==> run_1/io_placement.png <==
Scale: 3 px per um. Pins as bars across the die edge, other pins in grey.
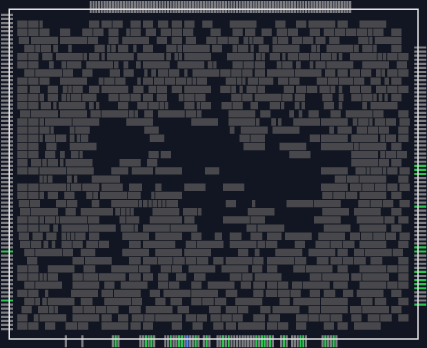
==> run_1/detail.png <==
Region (48, 35) to (88, 75) um. Cells in grey, sequential cells in the stronger grey; small squares are vias.
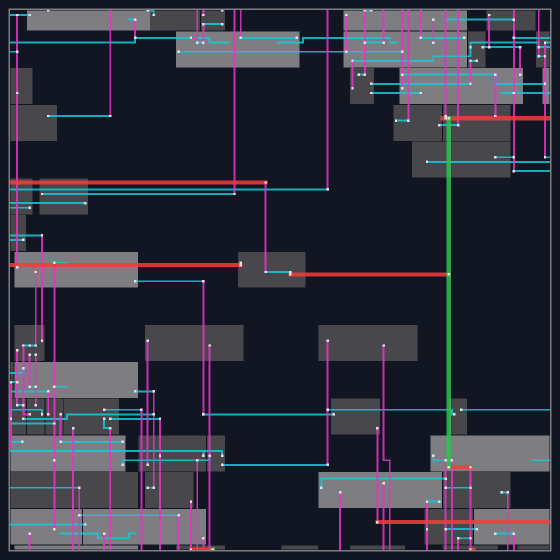
==> run_1/layer_met2.png <==
Scale: 3 px per um. Cells faint in the background.
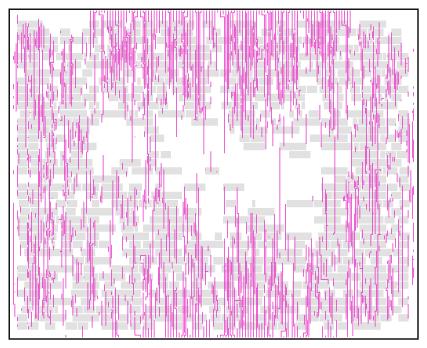
==> run_1/wires.png <==
Scale: 3 px per um. Two of the layers only.
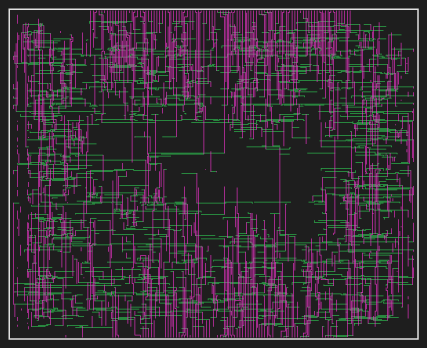
File: config.mk
export PLATFORM = sky130hd
export DESIGN_NAME = mem_arbiter_flat
export DESIGN_NICKNAME = d
export VERILOG_FILES = /design/src/rtl/mem_arbiter_pkg.sv /design/src/rtl/mem_arbiter_if.sv /design/src/rtl/mem_arbiter_rr_pick2.sv /design/src/rtl/mem_arbiter.sv /design/src/flat_wrapper.sv
export SDC_FILE = /design/constraint.sdc
export NUM_CORES = 1
export LEC_CHECK = 0
export CAP_MARGIN = 20
export CORE_ASPECT_RATIO = 0.8
export CORE_MARGIN = 2
export CORE_UTILIZATION = 41
export CTS_BUF_LIST = sky130_fd_sc_hd__clkbuf_4 sky130_fd_sc_hd__clkbuf_8
export DETAILED_ROUTE_END_ITERATION = 8
export GPL_ROUTABILITY_DRIVEN = 1
export PLACE_DENSITY = 0.83
export SYNTH_ARGS = -nofsm -noshare
export SYNTH_HDL_FRONTEND = slang
export SYNTH_SLANG_ARGS = --single-unit
File: constraint.sdc
create_clock -name clk -period 2.2 [get_ports clk]
set_input_delay 0.44 -clock clk [delete_from_list [all_inputs] [get_ports clk]]
set_output_delay 0.44 -clock clk [all_outputs]
set_load 0.05 [all_outputs]
File: src/rtl/mem_arbiter_pkg.sv
// Shared encodings for the unified-memory arbiter: FSM states, port ids and bus defaults.
package mem_arbiter_pkg;

    localparam int unsigned AW_DEF = 32;
    localparam int unsigned DW_DEF = 32;

    localparam logic [1:0] ARB_IDLE  = 2'd0;
    localparam logic [1:0] ARB_ISSUE = 2'd1;
    localparam logic [1:0] ARB_WAIT  = 2'd2;
    localparam logic [1:0] ARB_ACK   = 2'd3;

    localparam logic PORT_C = 1'b0;
    localparam logic PORT_D = 1'b1;

endpackage

File: src/rtl/mem_arbiter_if.sv
// Bundle of the CPU port, debug port and memory-macro side of the arbiter.
interface mem_arbiter_if #(
    parameter int unsigned AW = mem_arbiter_pkg::AW_DEF,
    parameter int unsigned DW = mem_arbiter_pkg::DW_DEF
);
    logic          c_req;
    logic          c_we;
    logic [AW-1:0] c_addr;
    logic [DW-1:0] c_wdata;
    logic          c_ack;
    logic [DW-1:0] c_rdata;

    logic          d_req;
    logic          d_we;
    logic [AW-1:0] d_addr;
    logic [DW-1:0] d_wdata;
    logic          d_ack;
    logic [DW-1:0] d_rdata;

    logic          m_en;
    logic          m_we;
    logic [AW-1:0] m_addr;
    logic [DW-1:0] m_wdata;
    logic [DW-1:0] m_rdata;

    logic          busy;
    logic          owner;

    // Arbiter side
    modport slave (
        input  c_req, c_we, c_addr, c_wdata,
        output c_ack, c_rdata,
        input  d_req, d_we, d_addr, d_wdata,
        output d_ack, d_rdata,
        output m_en, m_we, m_addr, m_wdata,
        input  m_rdata,
        output busy, owner
    );

    // Requesters plus memory macro side
    modport master (
        output c_req, c_we, c_addr, c_wdata,
        input  c_ack, c_rdata,
        output d_req, d_we, d_addr, d_wdata,
        input  d_ack, d_rdata,
        input  m_en, m_we, m_addr, m_wdata,
        output m_rdata,
        input  busy, owner
    );

endinterface

File: src/rtl/mem_arbiter_rr_pick2.sv
// Two-way grant pick: a lone request wins outright; a tie goes round-robin or to C.
module rr_pick2
    import mem_arbiter_pkg::*;
(
    input  logic [1:0] req,     // [0] = port C, [1] = port D
    input  logic       last,
    input  logic       fair,
    output logic       gnt_id
);

    always_comb begin
        gnt_id = PORT_C;
        if (req == 2'b10) begin
            gnt_id = PORT_D;
        end else if ((req == 2'b11) && fair) begin
            gnt_id = ~last;
        end
    end

endmodule

File: src/rtl/mem_arbiter.sv
// Serialises CPU and debug accesses onto a single-ported memory with fixed read latency.
module mem_arbiter
    import mem_arbiter_pkg::*;
#(
    parameter int unsigned AW      = 32,
    parameter int unsigned DW      = 32,
    parameter int unsigned MEM_LAT = 1,
    parameter int unsigned FAIR    = 1
) (
    input logic         clk,
    input logic         rst_n,
    mem_arbiter_if.slave bus
);

    localparam int unsigned CW      = $clog2(MEM_LAT + 1);
    localparam logic        FAIR_EN = (FAIR != 0);

    generate
        if ((MEM_LAT < 1) || (MEM_LAT > 15)) begin : g_lat_check
            $error("mem_arbiter: MEM_LAT=%0d outside legal range 1..15", MEM_LAT);
        end
    endgenerate

    logic [1:0]    state_q,   state_d;
    logic [CW-1:0] cnt_q,     cnt_d;
    logic          owner_q,   owner_d;
    logic          last_q,    last_d;
    logic          m_en_q,    m_en_d;
    logic          m_we_q,    m_we_d;
    logic [AW-1:0] m_addr_q,  m_addr_d;
    logic [DW-1:0] m_wdata_q, m_wdata_d;
    logic          c_ack_q,   c_ack_d;
    logic [DW-1:0] c_rdata_q, c_rdata_d;
    logic          d_ack_q,   d_ack_d;
    logic [DW-1:0] d_rdata_q, d_rdata_d;
    logic          busy_q,    busy_d;
    logic          gnt_id;

    rr_pick2 u_pick (
        .req    ({bus.d_req, bus.c_req}),
        .last   (last_q),
        .fair   (FAIR_EN),
        .gnt_id (gnt_id)
    );

    // State and all output registers; last_q resets to D so C wins the first tie
    always_ff @(posedge clk or negedge rst_n) begin
        if (!rst_n) begin
            state_q   <= ARB_IDLE;
            cnt_q     <= '0;
            owner_q   <= 1'b0;
            last_q    <= PORT_D;
            m_en_q    <= 1'b0;
            m_we_q    <= 1'b0;
            m_addr_q  <= '0;
            m_wdata_q <= '0;
            c_ack_q   <= 1'b0;
            c_rdata_q <= '0;
            d_ack_q   <= 1'b0;
            d_rdata_q <= '0;
            busy_q    <= 1'b0;
        end else begin
            state_q   <= state_d;
            cnt_q     <= cnt_d;
            owner_q   <= owner_d;
            last_q    <= last_d;
            m_en_q    <= m_en_d;
            m_we_q    <= m_we_d;
            m_addr_q  <= m_addr_d;
            m_wdata_q <= m_wdata_d;
            c_ack_q   <= c_ack_d;
            c_rdata_q <= c_rdata_d;
            d_ack_q   <= d_ack_d;
            d_rdata_q <= d_rdata_d;
            busy_q    <= busy_d;
        end
    end

    // Next state and next register values; the command is frozen at grant time
    always_comb begin
        state_d   = state_q;
        cnt_d     = cnt_q;
        owner_d   = owner_q;
        last_d    = last_q;
        m_en_d    = 1'b0;
        m_we_d    = m_we_q;
        m_addr_d  = m_addr_q;
        m_wdata_d = m_wdata_q;
        c_ack_d   = 1'b0;
        c_rdata_d = c_rdata_q;
        d_ack_d   = 1'b0;
        d_rdata_d = d_rdata_q;

        case (state_q)
            ARB_IDLE: begin
                if (bus.c_req || bus.d_req) begin
                    owner_d = gnt_id;
                    last_d  = gnt_id;
                    m_en_d  = 1'b1;
                    if (gnt_id == PORT_D) begin
                        m_we_d    = bus.d_we;
                        m_addr_d  = bus.d_addr;
                        m_wdata_d = bus.d_wdata;
                    end else begin
                        m_we_d    = bus.c_we;
                        m_addr_d  = bus.c_addr;
                        m_wdata_d = bus.c_wdata;
                    end
                    state_d = ARB_ISSUE;
                end
            end
            ARB_ISSUE: begin
                m_we_d  = 1'b0;
                cnt_d   = CW'(MEM_LAT - 1);
                state_d = ARB_WAIT;
            end
            ARB_WAIT: begin
                if (cnt_q == '0) begin
                    if (owner_q == PORT_D) begin
                        d_rdata_d = bus.m_rdata;
                        d_ack_d   = 1'b1;
                    end else begin
                        c_rdata_d = bus.m_rdata;
                        c_ack_d   = 1'b1;
                    end
                    state_d = ARB_ACK;
                end else begin
                    cnt_d = cnt_q - CW'(1);
                end
            end
            ARB_ACK: begin
                state_d = ARB_IDLE;
            end
            default: begin
                state_d = ARB_IDLE;
            end
        endcase

        busy_d = (state_d != ARB_IDLE);
    end

    assign bus.m_en    = m_en_q;
    assign bus.m_we    = m_we_q;
    assign bus.m_addr  = m_addr_q;
    assign bus.m_wdata = m_wdata_q;
    assign bus.c_ack   = c_ack_q;
    assign bus.c_rdata = c_rdata_q;
    assign bus.d_ack   = d_ack_q;
    assign bus.d_rdata = d_rdata_q;
    assign bus.busy    = busy_q;
    assign bus.owner   = owner_q;

endmodule

File: src/flat_wrapper.sv
// flat-port wrapper written by rule: the top's interface ports become plain ports
module mem_arbiter_flat import mem_arbiter_pkg::*;
#(
    parameter int unsigned AW      = 32,
    parameter int unsigned DW      = 32,
    parameter int unsigned MEM_LAT = 1,
    parameter int unsigned FAIR    = 1
)
  (clk, rst_n, bus_c_req, bus_c_we, bus_c_addr, bus_c_wdata, bus_c_ack, bus_c_rdata, bus_d_req, bus_d_we, bus_d_addr, bus_d_wdata, bus_d_ack, bus_d_rdata, bus_m_en, bus_m_we, bus_m_addr, bus_m_wdata, bus_m_rdata, bus_busy, bus_owner);
  mem_arbiter_if #(.AW(AW), .DW(DW)) bus_i ();
  input logic clk;
  input logic rst_n;
  input wire logic [$bits(bus_i.c_req)-1:0] bus_c_req;
  input wire logic [$bits(bus_i.c_we)-1:0] bus_c_we;
  input wire logic [$bits(bus_i.c_addr)-1:0] bus_c_addr;
  input wire logic [$bits(bus_i.c_wdata)-1:0] bus_c_wdata;
  output wire logic [$bits(bus_i.c_ack)-1:0] bus_c_ack;
  output wire logic [$bits(bus_i.c_rdata)-1:0] bus_c_rdata;
  input wire logic [$bits(bus_i.d_req)-1:0] bus_d_req;
  input wire logic [$bits(bus_i.d_we)-1:0] bus_d_we;
  input wire logic [$bits(bus_i.d_addr)-1:0] bus_d_addr;
  input wire logic [$bits(bus_i.d_wdata)-1:0] bus_d_wdata;
  output wire logic [$bits(bus_i.d_ack)-1:0] bus_d_ack;
  output wire logic [$bits(bus_i.d_rdata)-1:0] bus_d_rdata;
  output wire logic [$bits(bus_i.m_en)-1:0] bus_m_en;
  output wire logic [$bits(bus_i.m_we)-1:0] bus_m_we;
  output wire logic [$bits(bus_i.m_addr)-1:0] bus_m_addr;
  output wire logic [$bits(bus_i.m_wdata)-1:0] bus_m_wdata;
  input wire logic [$bits(bus_i.m_rdata)-1:0] bus_m_rdata;
  output wire logic [$bits(bus_i.busy)-1:0] bus_busy;
  output wire logic [$bits(bus_i.owner)-1:0] bus_owner;
  assign bus_i.c_req = bus_c_req;
  assign bus_i.c_we = bus_c_we;
  assign bus_i.c_addr = bus_c_addr;
  assign bus_i.c_wdata = bus_c_wdata;
  assign bus_c_ack = bus_i.c_ack;
  assign bus_c_rdata = bus_i.c_rdata;
  assign bus_i.d_req = bus_d_req;
  assign bus_i.d_we = bus_d_we;
  assign bus_i.d_addr = bus_d_addr;
  assign bus_i.d_wdata = bus_d_wdata;
  assign bus_d_ack = bus_i.d_ack;
  assign bus_d_rdata = bus_i.d_rdata;
  assign bus_m_en = bus_i.m_en;
  assign bus_m_we = bus_i.m_we;
  assign bus_m_addr = bus_i.m_addr;
  assign bus_m_wdata = bus_i.m_wdata;
  assign bus_i.m_rdata = bus_m_rdata;
  assign bus_busy = bus_i.busy;
  assign bus_owner = bus_i.owner;
  mem_arbiter #(.AW(AW), .DW(DW), .MEM_LAT(MEM_LAT), .FAIR(FAIR)) u_core (.clk(clk), .rst_n(rst_n), .bus(bus_i));
endmodule
==> notes.md, run 1 <==
* IO buf count: 299
* antenna violations before repair: 0
* yosys xor share: 0%
* peak fanout along the critical path: 2
* Worst slew margin: 61.7%
* number of standard cells in the layout, taps in and fillers out: 938
* worst hold-check path type: reg -> reg
* number of cell instances on the worst register-to-register path: 5
* number of tapcells: 180
* Max-Cap Viols: 0
* max-slew violation total from the final report: 0
* share of total power in sequential cells: 27.2%
* top routing layer used: met4
* Finished Core Util: 69.0%
* hold-fix buffer count after cts: 1
* warning total across the stage logs: 29
* area overhead of the layout relative to synthesis: 64.1%
* share of synthesized registers carrying an async set or reset: 100%
* switching fraction of total power: 48.0%
* Detailed Routing Iterations Pass 1: 4
* flip-flop and latch share of the layout cell area: 36.7%
* Comb gate area: 2090 sq um
* placed instance area: 8910 sq um
* Total Power: 16.5 mW
* top power consumer group: combinational cells
* per-cell via count in the routed design: 4.85
* post-layout worst setup margin: 118 ps
* top cell family by delay on the critical path: buffers and inverters
* CTS tree: yes
* Comb pwr share: 59.5%
* Comb power: 9.82 mW
* Top-area cell share: 59.8%
* Overflow after GRT: 0
* cell with the most instances after synthesis: dfrtp_1
* number of global-route vias before repair: 4917
* critical path launch point: u_core.bus.c_rdata[21]
* non-clock buffer instance count of the final layout: 309
* area fraction in full adders, half adders and majority gates: 0.879%
* CTS Buf Count: 17
* sequential power: 4.50 mW
* minimum clock period: 2080 ps
* CTS sink count: 137
* antenna diode instance count: 0
* share of synthesized area spent on multiplexers: 24.1%
* post-layout period usage: 94.6%
* hold path cells: 2
* cell count after synthesis: 448
* final layout net count: 917
* number of different library cells in the post-synthesis netlist: 22
* routing usage on met1: 24.0%
* leading post-synthesis cells by cell area: dfrtp_1 60%, mux2_2 13%, mux2i_1 11%
* global-route wire length before repair: 24.6 mm
* pre-CTS setup slack: 129 ps
* startpoint kind of the worst setup timing path: flop
* biggest area consumer among synthesized cells: dfrtp_1
* status: finished, final reports clean
* final number of setup-violating endpoints: 0
* total power divided by cell area: 1770 nW/um^2
* Die Size: 14900 sq um
Notes on io_placement.png above:
Key: `bus_c_ack` = blue [pins 1, direction output, edge bottom]; `bus_c_rdata` = green [pins 32, direction output, edge 19 bottom, 11 right, 2 left]
All pins by edge: 95 top, 78 left, 64 right, 63 bottom.

Notes on detail.png above:
Key: metal 4 = green; metal 2 = magenta; metal 1 = cyan; metal 3 = red
Netlist names of flops here include `u_core.bus.m_wdata` (4), `u_core.bus.c_rdata` (2), `u_core.bus.d_rdata` (2). Sequential cells in the window: 13. 40 logic cells have their middle in the window. Most frequent: dfrtp_1 (13), clkdlybuf4s50_1 (7).

Notes on layer_met2.png above:
The wires run mostly vertical. The layer carries 8250 um of wire.
met2 track demand over resource in global routing: 38.1%
Routed WL: 15.8 mm

Notes on wires.png above:
Key: metal 2 = magenta [wire length 8250 um]; metal 1 = green [wire length 5990 um]
per-cell routed wire length: 16.8 um
Total GRT Usage: 21.7%

==> run 2, diff against run 1 <==
--- a/config.mk
+++ b/config.mk
@@ -5,6 +5,7 @@
 export SDC_FILE = /design/constraint.sdc
 export NUM_CORES = 1
 export LEC_CHECK = 0
+export ABC_CLOCK_PERIOD_IN_PS = 2200
 export CAP_MARGIN = 20
 export CORE_ASPECT_RATIO = 0.8
 export CORE_MARGIN = 2
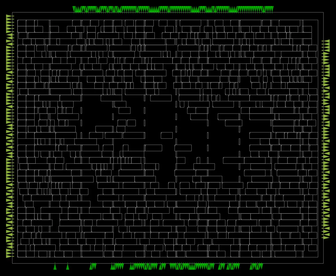
(run_2/placement.png)
number of tapcells: 180
number of standard cells in the layout, taps in and fillers out: 938
Finished Core Util: 69.0%
seq_cells: 137

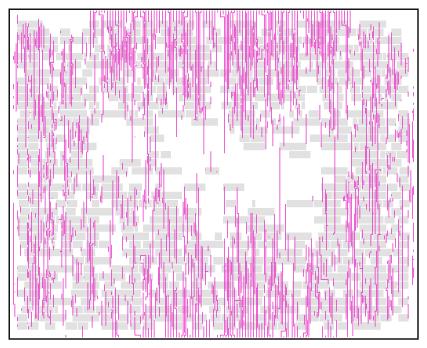
(run_2/layer_met2.png)
Scale: 3 px per um. Cells faint in the background.
The layer carries 8250 um of wire. The layer holds 52% of the routed length.
detailed-route via count: 4552

==> run 2 against run 1 <==
Synthesized area stayed put; fmax did not move; die size is the same; sequential power barely moved.
==> notes.md, run 2 <==
* critical path launch point: u_core.bus.c_rdata[21]
* max-slew violation total from the final report: 0, unchanged
* CP Buf/Inv Count: 1
* biggest area consumer among synthesized cells: dfrtp_1
* top cell family by delay on the critical path: buffers and inverters
* CTS Buf Count: 17, unchanged
* non-clock buffer instance count of the final layout: 309, unchanged
* type of element capturing the critical path: primary output
* fraction of final layout cells sized beyond drive strength 1: 14.5%
* worst hold-check path type: reg -> reg
* number of different library cells in the post-synthesis netlist: 22, unchanged
* antenna violations before repair: 0, unchanged
* largest stage delay on the critical path: 820 ps
* area fraction in full adders, half adders and majority gates: 0.879%, unchanged
* routing usage on met1: 24.0%, unchanged
* IO buf count: 299, unchanged
* startpoint kind of the worst setup timing path: flop
* flip-flop and latch share of the layout cell area: 36.7%, unchanged
* Critical path destination: bus_c_rdata[21]
* Detailed Routing Iterations Pass 1: 4, unchanged
* cell count after synthesis: 448, unchanged
* Total GRT Usage: 21.7%, unchanged
* cell with the most instances after synthesis: dfrtp_1
* largest vdd supply drop: 1.19 mV
* sequential power: 4.50 mW, about the same
* minimum clock period: 2080 ps, unchanged
* CP Depth: 1
* total power divided by cell area: 1770 nW/um^2, unchanged
* global-route wire length before repair: 24.6 mm, unchanged
* Worst slew margin: 61.7%, unchanged
* Total Power: 16.5 mW, unchanged
* Comb pwr share: 59.5%, about the same
* status: finished, final reports clean
* die boundary height: 109 um
* peak fanout along the critical path: 2, unchanged
* busiest layer in global routing: met2
* CTS sink count: 137, unchanged
* Top-area cell share: 59.8%, unchanged
* hold path cells: 2, unchanged
* Die Size: 14900 sq um, unchanged
* switching fraction of total power: 48.0%, unchanged
* pre-CTS setup slack: 129 ps, unchanged
* share of synthesized area spent on multiplexers: 24.1%, unchanged
* chip area from the yosys synthesis statistics: 5690 sq um
* yosys xor share: 0%, unchanged
* final number of setup-violating endpoints: 0, unchanged
* Comb power: 9.82 mW, about the same
* Overflow after GRT: 0, unchanged
* share of total power in sequential cells: 27.2%, about the same
* post-layout worst setup margin: 118 ps, unchanged
* Max-Cap Viols: 0, unchanged
* per-cell routed wire length: 16.8 um, unchanged
* placed instance area: 8910 sq um, unchanged
* Worst Path Arrival: 1640 ps
* Worst R2R Start: u_core.state_q[0]
* post-layout period usage: 94.6%, unchanged
* top routing layer used: met4
* sink of the worst hold path: u_core.bus.m_addr[1]
* Mapped Avg Cell Area: 12.7 sq um
* Routed WL: 15.8 mm, unchanged
* leading post-synthesis cells by cell area: dfrtp_1 60%, mux2_2 13%, mux2i_1 11%
* number of cell instances on the worst register-to-register path: 5, unchanged
* setup slack of the worst register-to-register path: 570 ps
* hold-fix buffer count after cts: 1, unchanged
* H-tree lvl count: 4
* met2 track demand over resource in global routing: 38.1%, unchanged
* warning total across the stage logs: 29, unchanged
* Comb gate area: 2090 sq um, unchanged
* share of synthesized registers carrying an async set or reset: 100%, unchanged
* antenna diode instance count: 0, unchanged
* top power consumer group: combinational cells
* CTS tree: yes
* final layout net count: 917, unchanged
* area overhead of the layout relative to synthesis: 64.1%, unchanged
* number of global-route vias before repair: 4917, unchanged
No activity file was given, so power comes from the tool's default toggle rates.
